**src/rtl/riscv_core_p.sv**
```systemverilog
// Shared opcode/funct constants, ALU operation codes and controller state encoding.
// Latency: n/a (declarations only).
// Backpressure: n/a.
package riscv_core_p;

  localparam logic [6:0] OP_RTYPE  = 7'b0110011;
  localparam logic [6:0] OP_ITYPE  = 7'b0010011;
  localparam logic [6:0] OP_LOAD   = 7'b0000011;
  localparam logic [6:0] OP_STORE  = 7'b0100011;
  localparam logic [6:0] OP_BRANCH = 7'b1100011;

  localparam logic [2:0] F3_ADD = 3'b000;
  localparam logic [2:0] F3_SLT = 3'b010;
  localparam logic [2:0] F3_XOR = 3'b100;
  localparam logic [2:0] F3_OR  = 3'b110;
  localparam logic [2:0] F3_AND = 3'b111;
  localparam logic [2:0] F3_W   = 3'b010;
  localparam logic [2:0] F3_BEQ = 3'b000;

  localparam logic [6:0] F7_BASE = 7'b0000000;
  localparam logic [6:0] F7_ALT  = 7'b0100000;

  localparam logic [3:0] ALU_AND = 4'b0000;
  localparam logic [3:0] ALU_OR  = 4'b0001;
  localparam logic [3:0] ALU_ADD = 4'b0010;
  localparam logic [3:0] ALU_SUB = 4'b0110;
  localparam logic [3:0] ALU_SLT = 4'b0111;
  localparam logic [3:0] ALU_XOR = 4'b1101;

  typedef enum logic [2:0] {
    IDLE   = 3'd0,
    FETCH  = 3'd1,
    EXEC   = 3'd2,
    MEM    = 3'd3,
    COMMIT = 3'd4,
    ERROR  = 3'd5
  } state_t;

  // Maps the funct3 shared by R-type and I-type ALU ops to {supported, ALU code}.
  function automatic logic [4:0] alu_from_f3(input logic [2:0] f3);
    case (f3)
      F3_ADD:  return {1'b1, ALU_ADD};
      F3_SLT:  return {1'b1, ALU_SLT};
      F3_XOR:  return {1'b1, ALU_XOR};
      F3_OR:   return {1'b1, ALU_OR};
      F3_AND:  return {1'b1, ALU_AND};
      default: return {1'b0, ALU_AND};
    endcase
  endfunction

endpackage

```
**src/rtl/riscv_ctrl_decode.sv**
```systemverilog
// Instruction decoder: datapath controls and legality for the supported RV32 subset.
// Latency: purely combinational.
// Backpressure: none; outputs follow the instruction word directly.
module riscv_ctrl_decode
  import riscv_core_p::*;
#(
  parameter int XLEN = 32
) (
  input  logic [XLEN-1:0] instr,
  output logic [3:0]      ALUCtrl,
  output logic            ALUSrc,
  output logic            MemtoReg,
  output logic            RegWrite,
  output logic            is_mem,
  output logic            is_store,
  output logic            is_branch,
  output logic            illegal
);

  logic [6:0] opcode;
  logic [2:0] funct3;
  logic [6:0] funct7;
  logic       f3_ok;
  logic [3:0] f3_alu;
  logic       unused_fields;

  assign opcode        = instr[6:0];
  assign funct3        = instr[14:12];
  assign funct7        = instr[31:25];
  assign {f3_ok, f3_alu} = alu_from_f3(funct3);
  // Register and immediate fields belong to the datapath, not to control.
  assign unused_fields = ^{instr[24:15], instr[11:7]};

  // Decode opcode/funct fields; anything unrecognised is flagged illegal with all controls low.
  always_comb begin
    ALUCtrl   = ALU_AND;
    ALUSrc    = 1'b0;
    MemtoReg  = 1'b0;
    RegWrite  = 1'b0;
    is_mem    = 1'b0;
    is_store  = 1'b0;
    is_branch = 1'b0;
    illegal   = 1'b0;
    case (opcode)
      OP_RTYPE: begin
        if (funct7 == F7_BASE && f3_ok) begin
          ALUCtrl  = f3_alu;
          RegWrite = 1'b1;
        end else if (funct7 == F7_ALT && funct3 == F3_ADD) begin
          ALUCtrl  = ALU_SUB;
          RegWrite = 1'b1;
        end else begin
          illegal = 1'b1;
        end
      end
      OP_ITYPE: begin
        if (f3_ok) begin
          ALUCtrl  = f3_alu;
          ALUSrc   = 1'b1;
          RegWrite = 1'b1;
        end else begin
          illegal = 1'b1;
        end
      end
      OP_LOAD: begin
        if (funct3 == F3_W) begin
          ALUCtrl  = ALU_ADD;
          ALUSrc   = 1'b1;
          MemtoReg = 1'b1;
          RegWrite = 1'b1;
          is_mem   = 1'b1;
        end else begin
          illegal = 1'b1;
        end
      end
      OP_STORE: begin
        if (funct3 == F3_W) begin
          ALUCtrl  = ALU_ADD;
          ALUSrc   = 1'b1;
          is_mem   = 1'b1;
          is_store = 1'b1;
        end else begin
          illegal = 1'b1;
        end
      end
      OP_BRANCH: begin
        if (funct3 == F3_BEQ) begin
          ALUCtrl   = ALU_SUB;
          is_branch = 1'b1;
        end else begin
          illegal = 1'b1;
        end
      end
      default: illegal = 1'b1;
    endcase
  end

endmodule

```
**src/rtl/riscv_multicycle_ctrl.sv**
```systemverilog
// Multicycle RV32 subset controller: fetch, decode/execute, optional data access, commit.
// Latency: 1 IDLE cycle after reset; per instruction FETCH(>=1) + EXEC(1) + MEM(>=1, ld/st) + COMMIT(1).
// Backpressure: memory req is held until ack; no ack within TIMEOUT cycles parks the FSM in ERROR.
module riscv_multicycle_ctrl
  import riscv_core_p::*;
#(
  parameter int XLEN    = 32,
  parameter int TIMEOUT = 16
) (
  input  logic            clk,
  input  logic            rst,
  output logic            imem_req,
  input  logic            imem_ack,
  input  logic [XLEN-1:0] imem_rdata,
  output logic [XLEN-1:0] instruction,
  output logic            dmem_req,
  output logic            dmem_we,
  input  logic            dmem_ack,
  input  logic            Zero,
  output logic            PCSrc,
  output logic            ALUSrc,
  output logic            RegWrite,
  output logic            MemtoReg,
  output logic [3:0]      ALUCtrl,
  output logic            pc_en,
  output logic            error,
  output logic [31:0]     instret
);

  localparam int CW = $clog2(TIMEOUT + 1);

  state_t        state;
  state_t        next_state;
  logic [CW-1:0] wait_cnt;
  logic          timed_out;

  logic [3:0]    dec_alu;
  logic          dec_alusrc;
  logic          dec_memtoreg;
  logic          dec_regwrite;
  logic          dec_is_mem;
  logic          dec_is_store;
  logic          dec_is_branch;
  logic          dec_illegal;

  riscv_ctrl_decode #(
    .XLEN(XLEN)
  ) u_decode (
    .instr     (instruction),
    .ALUCtrl   (dec_alu),
    .ALUSrc    (dec_alusrc),
    .MemtoReg  (dec_memtoreg),
    .RegWrite  (dec_regwrite),
    .is_mem    (dec_is_mem),
    .is_store  (dec_is_store),
    .is_branch (dec_is_branch),
    .illegal   (dec_illegal)
  );

  // This is the last permitted wait cycle; an ack arriving now still wins.
  assign timed_out = (wait_cnt == CW'(TIMEOUT - 1));

  // State register.
  always_ff @(posedge clk) begin
    if (rst) state <= IDLE;
    else     state <= next_state;
  end

  // Next-state logic.
  always_comb begin
    next_state = state;
    case (state)
      IDLE:   next_state = FETCH;
      FETCH:  if (imem_ack) next_state = EXEC;
              else if (timed_out) next_state = ERROR;
      EXEC:   if (dec_illegal) next_state = ERROR;
              else if (dec_is_mem) next_state = MEM;
              else next_state = COMMIT;
      MEM:    if (dmem_ack) next_state = COMMIT;
              else if (timed_out) next_state = ERROR;
      COMMIT: next_state = FETCH;
      ERROR:  next_state = ERROR;
      default: next_state = IDLE;
    endcase
  end

  // Output decode from state; everything is held low while rst is asserted.
  always_comb begin
    imem_req = 1'b0;
    dmem_req = 1'b0;
    dmem_we  = 1'b0;
    PCSrc    = 1'b0;
    ALUSrc   = 1'b0;
    RegWrite = 1'b0;
    MemtoReg = 1'b0;
    ALUCtrl  = ALU_AND;
    pc_en    = 1'b0;
    error    = 1'b0;
    if (!rst) begin
      case (state)
        FETCH: imem_req = 1'b1;
        EXEC: begin
          ALUCtrl  = dec_alu;
          ALUSrc   = dec_alusrc;
          MemtoReg = dec_memtoreg;
        end
        MEM: begin
          ALUCtrl  = dec_alu;
          ALUSrc   = dec_alusrc;
          MemtoReg = dec_memtoreg;
          dmem_req = 1'b1;
          dmem_we  = dec_is_store;
        end
        COMMIT: begin
          ALUCtrl  = dec_alu;
          ALUSrc   = dec_alusrc;
          MemtoReg = dec_memtoreg;
          pc_en    = 1'b1;
          RegWrite = dec_regwrite;
          PCSrc    = dec_is_branch & Zero;
        end
        ERROR: error = 1'b1;
        default: ;
      endcase
    end
  end

  // Capture the fetched word on the accepted handshake only.
  always_ff @(posedge clk) begin
    if (rst)                          instruction <= '0;
    else if (state == FETCH && imem_ack) instruction <= imem_rdata;
  end

  // Wait-cycle counter: restarts on every state change, runs while waiting on memory.
  always_ff @(posedge clk) begin
    if (rst)                                  wait_cnt <= '0;
    else if (next_state != state)             wait_cnt <= '0;
    else if (state == FETCH || state == MEM)  wait_cnt <= wait_cnt + 1'b1;
  end

  // Retired-instruction counter, one increment per COMMIT, wrapping at 2^32.
  always_ff @(posedge clk) begin
    if (rst)                  instret <= '0;
    else if (state == COMMIT) instret <= instret + 32'd1;
  end

endmodule

```
**config.mk**
```make
export PLATFORM = sky130hd
export DESIGN_NAME = riscv_multicycle_ctrl
export DESIGN_NICKNAME = d
export VERILOG_FILES = /design/src/rtl/riscv_core_p.sv /design/src/rtl/riscv_ctrl_decode.sv /design/src/rtl/riscv_multicycle_ctrl.sv
export SDC_FILE = /design/constraint.sdc
export NUM_CORES = 1
export LEC_CHECK = 0
export ABC_AREA = 1
export CORE_AREA = 2 2 97 99
export DETAILED_ROUTE_END_ITERATION = 12
export DIE_AREA = 0 0 99 101
export PLACE_DENSITY_LB_ADDON = 0.08
export SLEW_MARGIN = 20
export SYNTH_ARGS = -nofsm -noshare
export SYNTH_HDL_FRONTEND = slang
export SYNTH_SLANG_ARGS = --single-unit
```
**constraint.sdc**
```tcl
create_clock -name clk -period 1.9 [get_ports clk]
set_clock_uncertainty 0.2 [all_clocks]
set_input_delay 0.285 -clock clk [delete_from_list [all_inputs] [get_ports clk]]
set_output_delay 0.285 -clock clk [all_outputs]
set_load 0.02 [all_outputs]
```
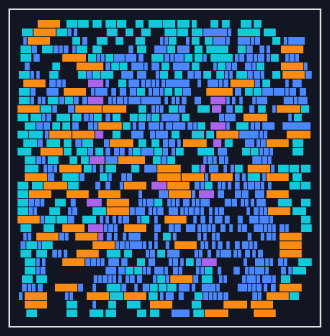
Fig. 1. Cells colored by class.
Orange shows flip-flops, cells 72, share of their area 24%. Blue shows all other logic, cells 475, share of their area 42%. Cyan shows other buffers and delay cells, cells 211, share of their area 32%. Purple shows clock drivers and dummy loads, cells 15, share of their area 2.8%.
final cell utilization of the core: 69.9%
# rows: 35
Final Instance Area: 0.00627 mm2
core area: 0.00898 mm2

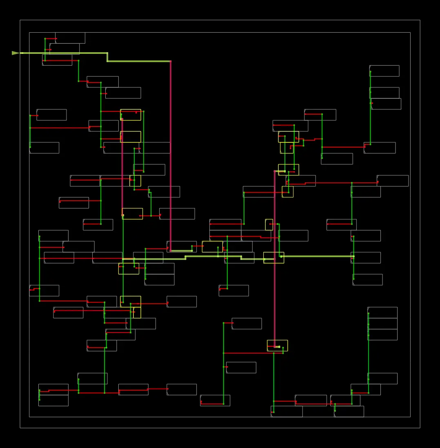
Fig. 2. The clock network.
TritonCTS buffer count: 9
num sequential: 72

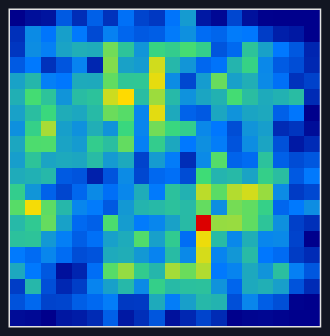
Fig. 3. Signal metal coverage by tile.
The die is cut into 20 by 20 equal tiles; dark blue is low, red is high, scaled to the fullest tile. Values are wire area over tile area, all layers added.
The fullest tile reaches 0.62. The mean over all tiles is 0.19. 12% of the tiles are over half the peak. 4.8% of the tiles are nearly empty.
Total GRT Usage: 22.7%
Routed wire per std cell: 13.3 um
via count: 4,251

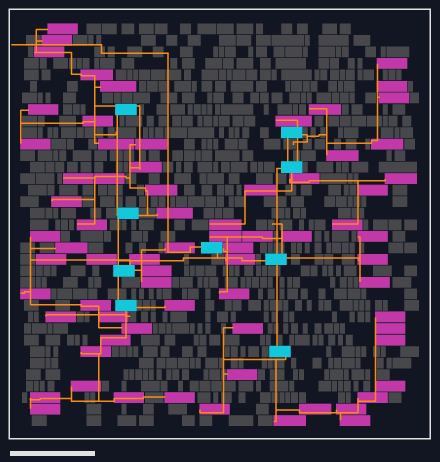
Fig. 4. Routed clock nets over the placement.
Bar = 20 um.
Orange shows clock wires, length 955 um. Cyan shows cells driving clock nets, count 9. Magenta shows flip-flops, count 72.
Position of the flops: widely spread.

==> results.cfg <==
; flow metrics
[finish]
antenna_cells = 0
mostFrequentLayoutCells = nand2_1 (98), buf_4 (95), nor2_1 (84), clkdlybuf4s50_1 (60), dfxtp_1 (54)
lay_top_count = nand2_1
signal_buffers = 211
sh_seq_area_pct = 23.5
n_clock_buffer = 10
non_clock_inverter_count = 61
layout.nonclk_buf_share_pct = 30.9
syn_to_final_growth_pct = 67.9
fin_cells = 884
flop_area_mm2 = 0.00147
reg_top3 = instret: 32 flops, instruction: 32 flops, wait_cnt: 5 flops
drive_gt1_share_pct = 30.7
nMultiInputCombCells = 414
comb_area_share_pct = 36.8

[power]
leakage_nw = 2.92
powerDensity_mw_per_mm2 = 583

[yosys]
synth-xor-area-share_pct = 5.16
synthCells = 564
yosysUniqueCellTypes = 31
aoi_share_pct = 12.8
topCellsByArea = dfxtp_1 (39%), nand2_1 (11%), nor2_1 (11%)
top_cells_by_count = nand2_1 (112), nor2_1 (111), dfxtp_1 (72), inv_1 (57), o21ai_0 (47)
yosys_area_mm2 = 0.00374
synth_nets = 604
ys_async_sr_fraction_pct = 0
ys.flop_type = dfxtp_1
syn_area_per_cell_um2 = 6.63
ys_warn_count = 0
yosys-stat-cells = 564
synth_adder_area_share_pct = 1.00
synth.most_common_cell = nand2_1
synthTopLogicFamily = simple AND/OR/NAND/NOR gates
synth-simple-area-share_pct = 34.1
ys_seq_share_pct = 38.6
ys_seq_elements = 72

[setup_path]
path_buffers = 3
critical_path_class = flop to primary output
cpPeakStageDelay_ns = 0.36
crit_chain = nand2_4 > inv_4 > nand2_4 > nor3_4 > nand3_4 > o211ai_1 > nand3_1 > inv_1 > buf_6
path_max_fanout = 3
critPathCaptureType = primary output
cp.required_ns = 1.41
crit_path_start_kind = flop
path_delay_family = simple AND/OR/NAND/NOR gates

[placed_design]
placed_area_mm2 = 0.00560
place_congestion = 0.967
portBuffers = 113

[global_route]
antenna_found_initial = 0
grt_pass1_wl_mm = 18.4
grt_max_degree = 45
grtUsageMet2_pct = 38.0
grt-busiest-layer = met2
use_met3_pct = 6.10
grt_pass1_vias = 4068

[flow_run]
tool_warnings = 29

[routing]
routed_wirelength_mm = 11.7
maxUsedRoutingLayer = met4
dr_wl_met2_mm = 5.73
ant_nets = 0
viasPerCell = 4.81
drtIter0Drc = 136

[final_timing]
rsz0062_at_grt = true
post-route-period-util_pct = 112
fmax_ghz = 0.469
worst_slack_ns = -0.231
period_minus_slack_ns = 2.13
setup_violations = 14
drv_slew = 0
max_slew_margin_pct = 76.0
hold_viol = 0
whs_ns = 0.299
worst_pin_slew_ns = 0.357

[run_status]
violations = setup timing
status = finished, violations left

[clocking]
root_buffer = clkbuf_8
clk_pin_slew_ns = 0.08
cts_tree = done
htree_levels = 3

[die]
num_io_pins = 114
die.size.x_um = 99
die-area_mm2 = 0.0100
## through the flow
stage	setup slack, ns	setup TNS [ns]
6_report	-0.231	-1.72
5_1_grt	-0.362	-4.24
4_1_cts	-0.296	-1.95
3_5_place_dp	-0.455	-5.60
3_3_place_gp	-0.408	-4.96
2_1_floorplan	-0.126	-0.243
## power breakdown
part / internal, mW / leakage, nW / switching, mW
Combinational: 0.456 / 2.24 / 0.471
Clock: 0.500 / 0.0841 / 0.584
Sequential: 1.59 / 0.594 / 0.0589
## path summary, 6_finish.rpt
kind,slack [ns],depth (start not counted),startpoint,to
min reg2reg,0.30,2,instret[7],instret[7]
max reg2reg,-0.05,12,state[2],instret[19]
max,-0.23,9,instruction[1],ALUCtrl[2]
min,0.30,2,instret[7],instret[7]
Power and IR drop assume default switching activity.
